$ cat src/rtl/add_tree_pipe.sv
// add_tree_pipe: pipelined N-operand adder tree, one register stage per level.
// Define ADD_TREE_SIGNED_EN for two's-complement operands and sum.
module add_tree_pipe #(
    parameter int N = 4,
    parameter int n = 4
) (
    input  logic                       clk,
    input  logic                       rst,
    input  logic                       in_valid,
    output logic                       in_ready,
    input  logic [N*n-1:0]             din,
    output logic                       out_valid,
    input  logic                       out_ready,
    output logic [n+$clog2(N)-1:0]     S
);

    localparam int L  = $clog2(N);
    localparam int SW = n + L;

    logic [SW-1:0] lvl    [L+1][2*N];
    logic [SW-1:0] data_q [L][N];
    logic [SW-1:0] data_d [L][N];
    logic [L-1:0]  vld_q;
    logic [L-1:0]  vld_d;
    logic          adv;

    assign adv      = !out_valid | out_ready;
    assign in_ready = adv;

    // Slots past a level's live count stay zero, so an odd tail adds zero
    // and passes through unchanged.
    always_comb begin
        for (int j = 0; j <= L; j++) begin
            for (int k = 0; k < 2*N; k++) begin
                lvl[j][k] = '0;
            end
        end
        for (int k = 0; k < N; k++) begin
`ifdef ADD_TREE_SIGNED_EN
            lvl[0][k] = {{L{din[k*n+n-1]}}, din[k*n +: n]};
`else
            lvl[0][k] = {{L{1'b0}}, din[k*n +: n]};
`endif
        end
        for (int j = 0; j < L; j++) begin
            for (int k = 0; k < N; k++) begin
                lvl[j+1][k] = data_q[j][k];
            end
        end
    end

    always_comb begin
        data_d = data_q;
        vld_d  = vld_q;
        if (adv) begin
            vld_d[0] = in_valid;
            for (int j = 1; j < L; j++) begin
                vld_d[j] = vld_q[j-1];
            end
            for (int j = 0; j < L; j++) begin
                for (int k = 0; k < N; k++) begin
                    data_d[j][k] = lvl[j][2*k] + lvl[j][2*k+1];
                end
            end
        end
    end

    always_ff @(posedge clk or posedge rst) begin
        if (rst) begin
            vld_q <= '0;
            for (int j = 0; j < L; j++) begin
                for (int k = 0; k < N; k++) begin
                    data_q[j][k] <= '0;
                end
            end
        end else begin
            vld_q  <= vld_d;
            data_q <= data_d;
        end
    end

    assign out_valid = vld_q[L-1];
    assign S         = data_q[L-1][0];

endmodule
$ cat config.mk
export PLATFORM = sky130hd
export DESIGN_NAME = add_tree_pipe
export DESIGN_NICKNAME = d
export VERILOG_FILES = /design/src/rtl/add_tree_pipe.sv
export SDC_FILE = /design/constraint.sdc
export NUM_CORES = 1
export LEC_CHECK = 0
export CORE_MARGIN = 4
export CORE_UTILIZATION = 48
export DETAILED_ROUTE_END_ITERATION = 10
export PLACE_DENSITY = 0.78
export SYNTH_ARGS = -nofsm -noshare
export SYNTH_HDL_FRONTEND = slang
export SYNTH_SLANG_ARGS = --single-unit
$ cat constraint.sdc
create_clock -name clk -period 1.9 [get_ports clk]
set_input_delay 0.285 -clock clk [delete_from_list [all_inputs] [get_ports clk]]
set_output_delay 0.285 -clock clk [all_outputs]
set_load 0.03 [all_outputs]
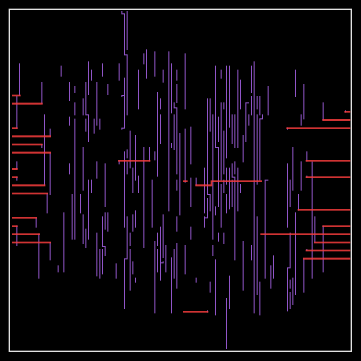
(signal wires by layer)
Scale: 6 px per µm. Only two layers are drawn.
| layer | colour | wire length |
|---|---|---|
| M3 | red | 150 µm |
| M2 | purple | 1070 µm |
routed wire length: 2080 µm
GRT Resource Usage Total: 14.6%

==> deck_impl_summary.md <==
Run Summary

Worst setup path
  – Reg-to-reg endpoint: S[4]$_DFFE_PP0P_
  – Worst r2r src: data_q[36]$_DFFE_PP0P_
  – Crit path DRT: 1.62 ns

Timing
  – Slew at the pin with the worst max-slew slack: 0.666 ns
  – Finish-stage setup viols: 0
  – Unrepaired setup endpoints after global routing: false

Routing
  – Wire per inst: 12.0 µm

Clocking
  – Worst-Skew Late Latency: 0.29 ns
  – CTS resizes: 0
  – Root buf cell: clkbuf_4
  – Hold buffer count at CTS: 0

Synth
  – Top cell area share: 39.5%
  – Post-synth EDFFs: 0
  – Yosys top cell by area: dfrtp_1
  – Syn Inst Count: 122
  – Top cells by count: dfrtp_1 (18), nand2_1 (17), ha_1 (13)
  – Area contributors post-synth: dfrtp_1 (39%), ha_1 (14%), nand2_1 (5.6%), fa_1 (5.3%), a21oi_1 (4.4%)
  – Ys Warns: 0

Power
  – P_int: 0.913 mW
  – Group drawing the most power: combinational logic
  – P_sw: 0.540 mW
  – Pwr Total: 1.45 mW
  – Switching Share: 37.1%
  – Sequential Power Share: 38.2%

Layout
  – Fin area: 1420 µm²
  – Utilization after layout: 63.6%

Placed design
  – Dpl hpwl: 1680 µm
  – Dpl ws: 0.0576 ns

Global route
  – Antenna violations before repair: 0
  – Total gr overflow: 0
  – Vias in the first global route: 913

Status
  – Status: complete, no violations

Die
  – Die area: 3220 µm²
  – Std-Cell Rows: 17
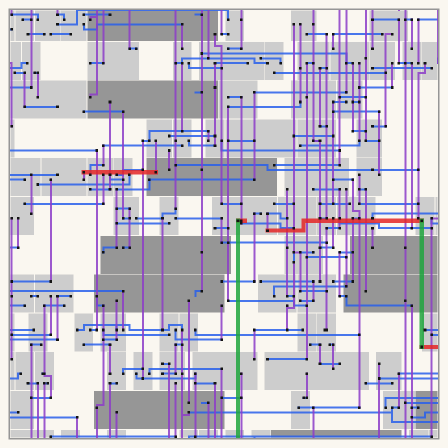
(a small window of the routed layout)
Window x 13 to 43, y 13 to 43 µm. Cells in grey, sequential cells in the stronger grey; small squares are vias.
| layer | colour |
|---|---|
| M2 | purple |
| M3 | red |
| M4 | green |
| M1 | blue |
cells with their middle in the window: 70
most frequent: nor2_1 (10), inv_1 (9)
netlist names of flops here include: data_q (6), S (2)
sequential cells in the window: 8

worst min path at each step:
stage / cells past startpoint / startpoint / to / slack [ns]
final: 2 / rst / S[5]$_DFFE_PP0P_ / 0.38
after global routing: 2 / rst / S[2]$_DFFE_PP0P_ / 0.45
after CTS: 2 / rst / S[4]$_DFFE_PP0P_ / 0.40
after detailed placement: 2 / S[0]$_DFFE_PP0P_ / S[0]$_DFFE_PP0P_ / 0.46
after global placement: 2 / vld_q[0]$_DFFE_PP0P_ / vld_q[0]$_DFFE_PP0P_ / 0.44
after floorplan: 1 / rst / S[0]$_DFFE_PP0P_ / 0.22
worst max-delay path, cell delays in order:
cell and delay [ns]:
clkdlybuf4s50_1 0.50, nor2b_4 0.05, inv_2 0.05, clkdlybuf4s50_1 0.66
metal layers:
layer	wire length, µm	vias up	GRT usage (%)	share of wire [%]
li1	-	438	-	-
met1	825	398	14.9	40
met2	1070	29	27.9	52
met3	149	4	2.53	7.2
met4	30	0	6.95	1.4
met5	0	-	0	0
cell families (layout without fill, tap and decap cells):
| family | count (synthesis) | count (layout) | share of synthesized area (%) |
|---|---|---|---|
| buffers and inverters | 22 | 45 | 10.7 |
| flip-flops | 18 | 18 | 39.5 |
| adder cells (fa/ha/maj) | 16 | 16 | 19.5 |
| AND/OR/NAND/NOR | 35 | 35 | 13.4 |
| AND-OR/OR-AND | 27 | 27 | 13.8 |
| XOR/XNOR | 4 | 4 | 3.07 |
flip-flops by register name (all words and copies together), names as in the netlist:
signal,count
S,6
data_q,10
vld_q,2
layout make-up:
| class | instances | share of cell area [%] |
|---|---|---|
| clock buffers | 4 | 2.56 |
| inverters | 12 | 3.17 |
| flip-flops and latches | 18 | 31.7 |
| repair buffers | 29 | 20.1 |
| well taps | 28 | 2.47 |
| multi-input cells | 82 | 40.0 |
Power figures rest on the tool's default switching activity, not on a simulated workload.
